### Met1 routing, run 1

Bar = 10 um. Supply wires on this layer in gray.
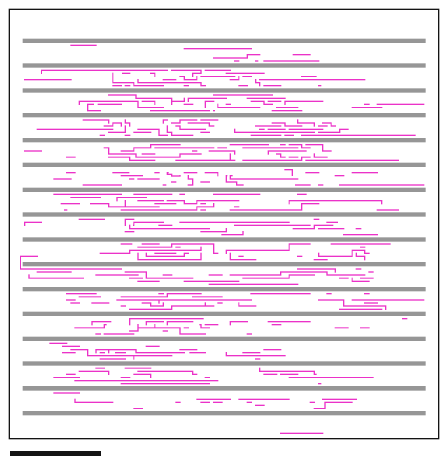
### The metal 3 layer, run 1

Bar = 10 um.
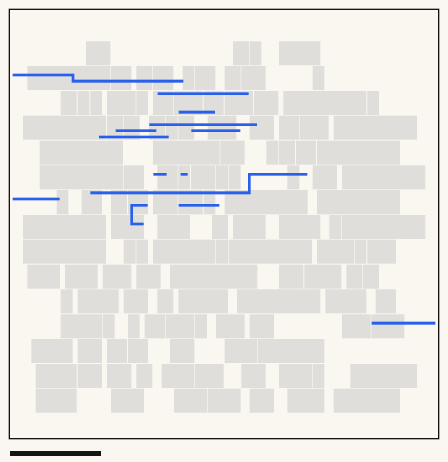
### Selected gate families, run 1

Bar = 10 um.
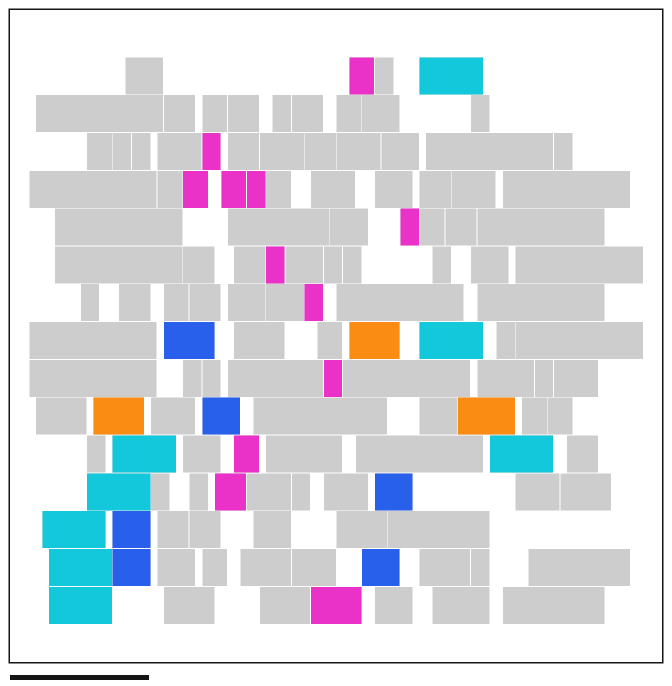
### Floorplan with the power grid, run 1

Pins as bars on the die edge.
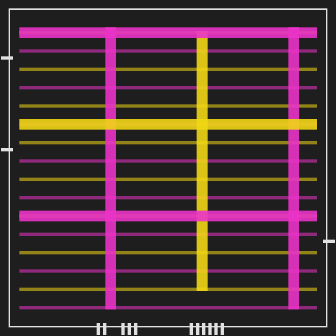
===== config.mk =====
export PLATFORM = sky130hd
export DESIGN_NAME = pipeline_stall_controller
export DESIGN_NICKNAME = d
export VERILOG_FILES = /design/src/rtl/pipeline_stall_controller.sv
export SDC_FILE = /design/constraint.sdc
export NUM_CORES = 1
export LEC_CHECK = 0
export CAP_MARGIN = 40
export CORE_MARGIN = 1
export CORE_UTILIZATION = 54
export DETAILED_ROUTE_END_ITERATION = 10
export PLACE_DENSITY = 0.78
export SLEW_MARGIN = 10
export SYNTH_ARGS = -nofsm -noshare
export SYNTH_HDL_FRONTEND = slang
export SYNTH_SLANG_ARGS = --single-unit

===== constraint.sdc =====
create_clock -name clk -period 2.6 [get_ports clk]
set_input_delay 0.39 -clock clk [delete_from_list [all_inputs] [get_ports clk]]
set_output_delay 0.39 -clock clk [all_outputs]
set_load 0.05 [all_outputs]

===== src/rtl/pipeline_stall_controller.sv =====
// rtl/pipeline_stall_controller.sv - prioritised stall/flush sequencer for the 5-stage pipeline
// Optional performance counters (stall_count, flush_count) exist only when PIPE_PERF_CNT_EN is defined.
module pipeline_stall_controller #(
  parameter int BOOT_CYCLES = 4,
  parameter int TIMEOUT     = 255,
  parameter int CNT_WIDTH   = 32
) (
  input  logic                 clk,
  input  logic                 rst_n,
  input  logic                 load_use_stall,
  input  logic                 branch_taken,
  input  logic                 dmem_req,
  input  logic                 dmem_ready,
  input  logic                 halt_req,
  output logic                 pc_write,
  output logic                 if_id_write,
  output logic                 if_id_flush,
  output logic                 id_ex_flush,
  output logic                 ex_mem_hold,
  output logic                 halted,
  output logic                 mem_fault
`ifdef PIPE_PERF_CNT_EN
  ,
  output logic [CNT_WIDTH-1:0] stall_count,
  output logic [CNT_WIDTH-1:0] flush_count
`endif
);

  typedef enum logic [1:0] {
    ST_BOOT     = 2'd0,
    ST_RUN      = 2'd1,
    ST_MEM_WAIT = 2'd2,
    ST_HALT     = 2'd3
  } state_t;

  localparam logic [3:0] BOOT_LAST = 4'(BOOT_CYCLES - 1);
  localparam logic [8:0] TIMEOUT_W = 9'(TIMEOUT);

  state_t     state_q, state_d;
  logic [3:0] boot_cnt_q, boot_cnt_d;
  logic [7:0] wait_cnt_q, wait_cnt_d;
  logic       mem_fault_q, mem_fault_d;
  // Set when the normal issue rules (branch / load-use / advance) decide this cycle.
  logic       proceed;

  // Next-state and Mealy control outputs; halt and memory freeze outrank branch and load-use.
  always_comb begin
    state_d     = state_q;
    boot_cnt_d  = boot_cnt_q;
    wait_cnt_d  = wait_cnt_q;
    mem_fault_d = mem_fault_q;
    pc_write    = 1'b0;
    if_id_write = 1'b0;
    if_id_flush = 1'b0;
    id_ex_flush = 1'b0;
    ex_mem_hold = 1'b0;
    proceed     = 1'b0;

    case (state_q)
      ST_BOOT: begin
        if_id_flush = 1'b1;
        id_ex_flush = 1'b1;
        if (boot_cnt_q == BOOT_LAST) begin
          state_d    = ST_RUN;
          wait_cnt_d = 8'd0;
        end else begin
          boot_cnt_d = boot_cnt_q + 4'd1;
        end
      end

      ST_RUN: begin
        if (halt_req) begin
          ex_mem_hold = 1'b1;
          state_d     = ST_HALT;
        end else if (dmem_req && !dmem_ready) begin
          ex_mem_hold = 1'b1;
          wait_cnt_d  = 8'd1;
          // A one-cycle budget is already exhausted by the first miss cycle.
          if (TIMEOUT_W <= 9'd1) begin
            mem_fault_d = 1'b1;
            state_d     = ST_HALT;
          end else begin
            state_d = ST_MEM_WAIT;
          end
        end else begin
          proceed = 1'b1;
        end
      end

      ST_MEM_WAIT: begin
        if (!dmem_ready) begin
          ex_mem_hold = 1'b1;
          if (({1'b0, wait_cnt_q} + 9'd1) >= TIMEOUT_W) begin
            mem_fault_d = 1'b1;
            state_d     = ST_HALT;
          end else begin
            wait_cnt_d = wait_cnt_q + 8'd1;
          end
        end else begin
          // Access completes: the frozen EX/ID contents are acted on now.
          wait_cnt_d = 8'd0;
          if (halt_req) begin
            ex_mem_hold = 1'b1;
            state_d     = ST_HALT;
          end else begin
            state_d = ST_RUN;
            proceed = 1'b1;
          end
        end
      end

      default: begin
        ex_mem_hold = 1'b1;
      end
    endcase

    if (proceed) begin
      if (branch_taken) begin
        pc_write    = 1'b1;
        if_id_write = 1'b1;
        if_id_flush = 1'b1;
        id_ex_flush = 1'b1;
      end else if (load_use_stall) begin
        id_ex_flush = 1'b1;
      end else begin
        pc_write    = 1'b1;
        if_id_write = 1'b1;
      end
    end

    halted    = (state_q == ST_HALT);
    mem_fault = mem_fault_q;
  end

  // State, boot/wait counters and sticky fault flag; reset returns to BOOT from anywhere.
  always_ff @(posedge clk or negedge rst_n) begin
    if (!rst_n) begin
      state_q     <= ST_BOOT;
      boot_cnt_q  <= 4'd0;
      wait_cnt_q  <= 8'd0;
      mem_fault_q <= 1'b0;
    end else begin
      state_q     <= state_d;
      boot_cnt_q  <= boot_cnt_d;
      wait_cnt_q  <= wait_cnt_d;
      mem_fault_q <= mem_fault_d;
    end
  end

`ifdef PIPE_PERF_CNT_EN
  localparam logic [CNT_WIDTH-1:0] CNT_ONE = {{(CNT_WIDTH-1){1'b0}}, 1'b1};

  logic [CNT_WIDTH-1:0] stall_count_q, stall_count_d;
  logic [CNT_WIDTH-1:0] flush_count_q, flush_count_d;

  // Stalls count only live-pipeline cycles; a branch is acted on exactly when PC advances with a flush.
  always_comb begin
    stall_count_d = stall_count_q;
    flush_count_d = flush_count_q;
    if ((state_q == ST_RUN || state_q == ST_MEM_WAIT) && !pc_write)
      stall_count_d = stall_count_q + CNT_ONE;
    if (pc_write && if_id_flush)
      flush_count_d = flush_count_q + CNT_ONE;
  end

  // Performance counter registers, free-running and wrapping.
  always_ff @(posedge clk or negedge rst_n) begin
    if (!rst_n) begin
      stall_count_q <= '0;
      flush_count_q <= '0;
    end else begin
      stall_count_q <= stall_count_d;
      flush_count_q <= flush_count_d;
    end
  end

  assign stall_count = stall_count_q;
  assign flush_count = flush_count_q;
`endif

endmodule


==> flow_metrics.tcl, run 1 <==
# implementation run metrics
set metrics [dict create \
    grt_max_degree 16 \
    post-route-min-period_ps 2430 \
    core_area_sq_mm 0.00180 \
    place_congestion 0.849 \
    reg2reg_depth 7 \
    end_kind "output pin" \
    power_frac_comb_pct 65.3 \
    criticalPathCategory "input port to output pin" \
    fin_ws_ps 165 \
    arrival_ps 2040 \
    synthTopLogicFamily "AND-OR/OR-AND gates" \
    max_freq_mhz 411 \
    drive_above_1_share_pct 15.4 \
    crit_path_frequent_cell "a21o_1" \
    slew_viol_final 0 \
    p_sw_mw 0.566 \
    finalHoldViolations 0 \
    seq_share_pct 28.8 \
    fin_nets 146 \
    drtAntennaViolNets 0 \
    area_delta_synth_final_pct 19.7 \
    r2r_setup_slack_ps 610 \
    endpoint "id_ex_flush" \
    skew_ps 8.72 \
    yosysTopAreaCellShare_pct 34.5 \
    rsz0062_at_grt "false" \
    yosysUniqueCellTypes 43 \
    antenna_found_initial 0 \
    critPathMaxStageDelay_ps 500 \
    sh_comb_area_pct 51.0 \
    flop_area_sq_um 375 \
    p_seq_share_pct 23.9 \
    outcome "complete, no violations" \
    cts.clk_slew.worst_paths_ps 80 \
    logic_gate_count 86 \
    syn_avg_cell_area_sq_um 9.47 \
    viasPerCell 5.99 \
    dp_hpwl_um 1840 \
    min_period_over_period_pct 93.6 \
    power.density_mw_per_mm2 917 \
    synthArstFlopShare_pct 100 \
    final-clk-cell-share_pct 2.11 \
    p_clk_share_pct 10.8 \
    buffer_area_share_pct 12.5 \
    synthAoiAreaFrac_pct 25.4 \
    peakVddDrop_mv 0.800 \
    pwr.group.combinational_mw 0.780 \
    cts_hold_buf 0 \
    tool_warnings 31 \
    cap_violations 0 \
    io_buffers 13 \
    clockBufferCount 3 \
    lay_top_count "dfrtp_1" \
    htreeDepth 1 \
    synthesis.area_sq_mm 0.00109 \
]
Back to the opening pictures, 'Met1 routing':
- share of all routed wire: 44%
- nets with wire on the layer: 130
- main direction: horizontal
- wire length on this layer: 997 um

Back to the opening pictures, 'The metal 3 layer':
- longest straight run: 17.2 um
- main direction: horizontal
- nets with wire on the layer: 11

Back to the opening pictures, 'Selected gate families':
- NOR gates: magenta (cells 12; most used nor2_1)
- adder and majority cells: cyan (cells 8; most used ha_1)
- multiplexers: orange (cells 3; most used mux2i_1)
- AND-OR and OR-AND gates: blue (cells 6; most used a21o_1)

Back to the opening pictures, 'Floorplan with the power grid':
- VSS: magenta
- VDD: yellow
- met5 straps: 3
- met1 rails: 16
- rows: 15

==> run 1: through the flow <==
stage / total power, mW / area [sq um]
floorplan: 0.826 / 1090
global placement: 1.05 / 1270
detailed placement: 1.06 / 1270
CTS: 1.19 / 1300
global route: 1.27 / 1300
finish: 1.19 / 1300
==> run 1: routing by layer <==
layer	wire, um	share of wire (%)	global-route usage (%)	vias up
met4	14	0.62	4.57	0
met1	997	44	32.2	448
met5	0	0	0	-
met2	1130	50	41.7	24
met3	107	4.8	5.77	4
li1	-	-	-	452
==> run 1: flip-flops by register name, summed over array words and instances, names as in the netlist <==
signal	cells
boot_cnt_q	4
mem_fault	1
wait_cnt_q	8
state_q	2
==> run 1: repair_timing <==
action	in CTS	in global routing
hold endpoints to repair	0	0
endpoints found under the setup margin	0	3
resized	0	1
--- run 2 (diff from run 1) ---
CAP_MARGIN = 20   (was 40)
### Floorplan with the power grid, run 2

Pins as bars on the die edge.
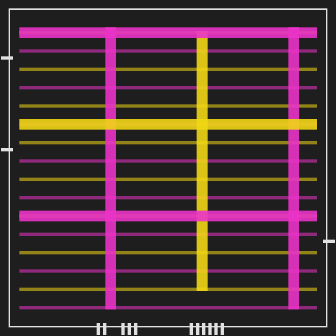
- VSS: magenta
- VDD: yellow
- signal pins: 14
- rows: 15

### Met1 routing, run 2

Bar = 10 um. Supply wires on this layer in gray.
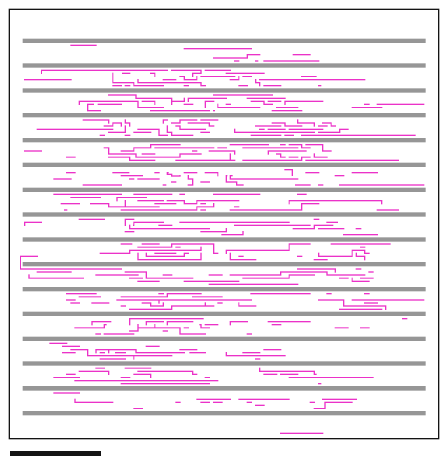
- nets with wire on the layer: 130
- share of all routed wire: 44%
- wire length on this layer: 997 um
- main direction: horizontal
- longest straight run: 15.6 um

==> run 2 against run 1 <==
  * Clock power barely moved
  * Final cell count did not move
  * Critical endpoint unchanged
  * Register-to-register slack barely moved
  * Combinational power barely moved
  * Global-route usage did not move
  * Via count did not move
  * Final area did not move
==> flow_metrics.tcl, run 2 <==
# implementation run metrics
set metrics [dict create \
    outcome "complete, no violations" \
    post-route-min-period_ps 2430 \
    wl_met1_um 997 \
    min_period_over_period_pct 93.6 \
    power_mw 1.19 \
    antenna_found_initial 0 \
    power_frac_comb_pct 65.3 \
    pwr.group.combinational_mw 0.780 \
    cts-resized-gates 0 \
    design_area_sq_mm 0.00130 \
    grtUsageMet3_pct 5.77 \
    crit_path_frequent_cell "a21o_1" \
    io_buffers 13 \
    dp_hpwl_um 1840 \
    fin_ws_ps 165 \
    p_seq_share_pct 23.9 \
    critPathMaxStageDelay_ps 500 \
    cts.clk_slew.worst_paths_ps 80 \
    route.met3.wl_um 107 \
    use_met1_pct 32.2 \
    area_delta_synth_final_pct 19.7 \
    grt-busiest-layer "met2" \
    peakVddDrop_mv 0.800 \
    yosysTopAreaCellShare_pct 34.5 \
    syn_avg_cell_area_sq_um 9.47 \
    endpoint "id_ex_flush" \
    cts_hold_buf 0 \
    synthesis.area_sq_mm 0.00109 \
    finalHoldViolations 0 \
    max_freq_mhz 411 \
    fin_nets 146 \
    htreeDepth 1 \
    tool_warnings 31 \
    yosysUniqueCellTypes 43 \
    lay_top_count "dfrtp_1" \
    p_sw_mw 0.566 \
    largest_reg_flops 8 \
    cap_violations 0 \
    postPlaceCellArea_sq_mm 0.00127 \
    end_kind "output pin" \
    wl_met2_um 1130 \
    synthArstFlopShare_pct 100 \
    rsz0062_at_grt "false" \
    top_layer_used "met4" \
]
run 2: cell type report:
class,count,area share [%]
Tap cell,25,2.40
Clock inverter,1,0.384
Sequential cell,15,28.8
Multi-Input combinational cell,86,51.0
Clock buffer,3,1.73
Timing Repair Buffer,14,12.5
Inverter,11,3.17
run 2: kinds of logic after synthesis:
logic type	synth area share, %
adder cells (fa/ha/maj)	9.20
multiplexers	2.87
buffers and inverters	5.29
flip-flops	34.5
AND-OR/OR-AND	25.4
XOR/XNOR	3.22
AND/OR/NAND/NOR	19.5
run 2: worst register-to-register path, delay by kind of cell (launching register included):
kind / cells / cell delay, ps
compound gates: 2 / 510
fa+ha+maj: 1 / 200
buf+inv: 1 / 200
flops: 1 / 390
simple gates: 3 / 600
Power and IR drop assume default switching activity.
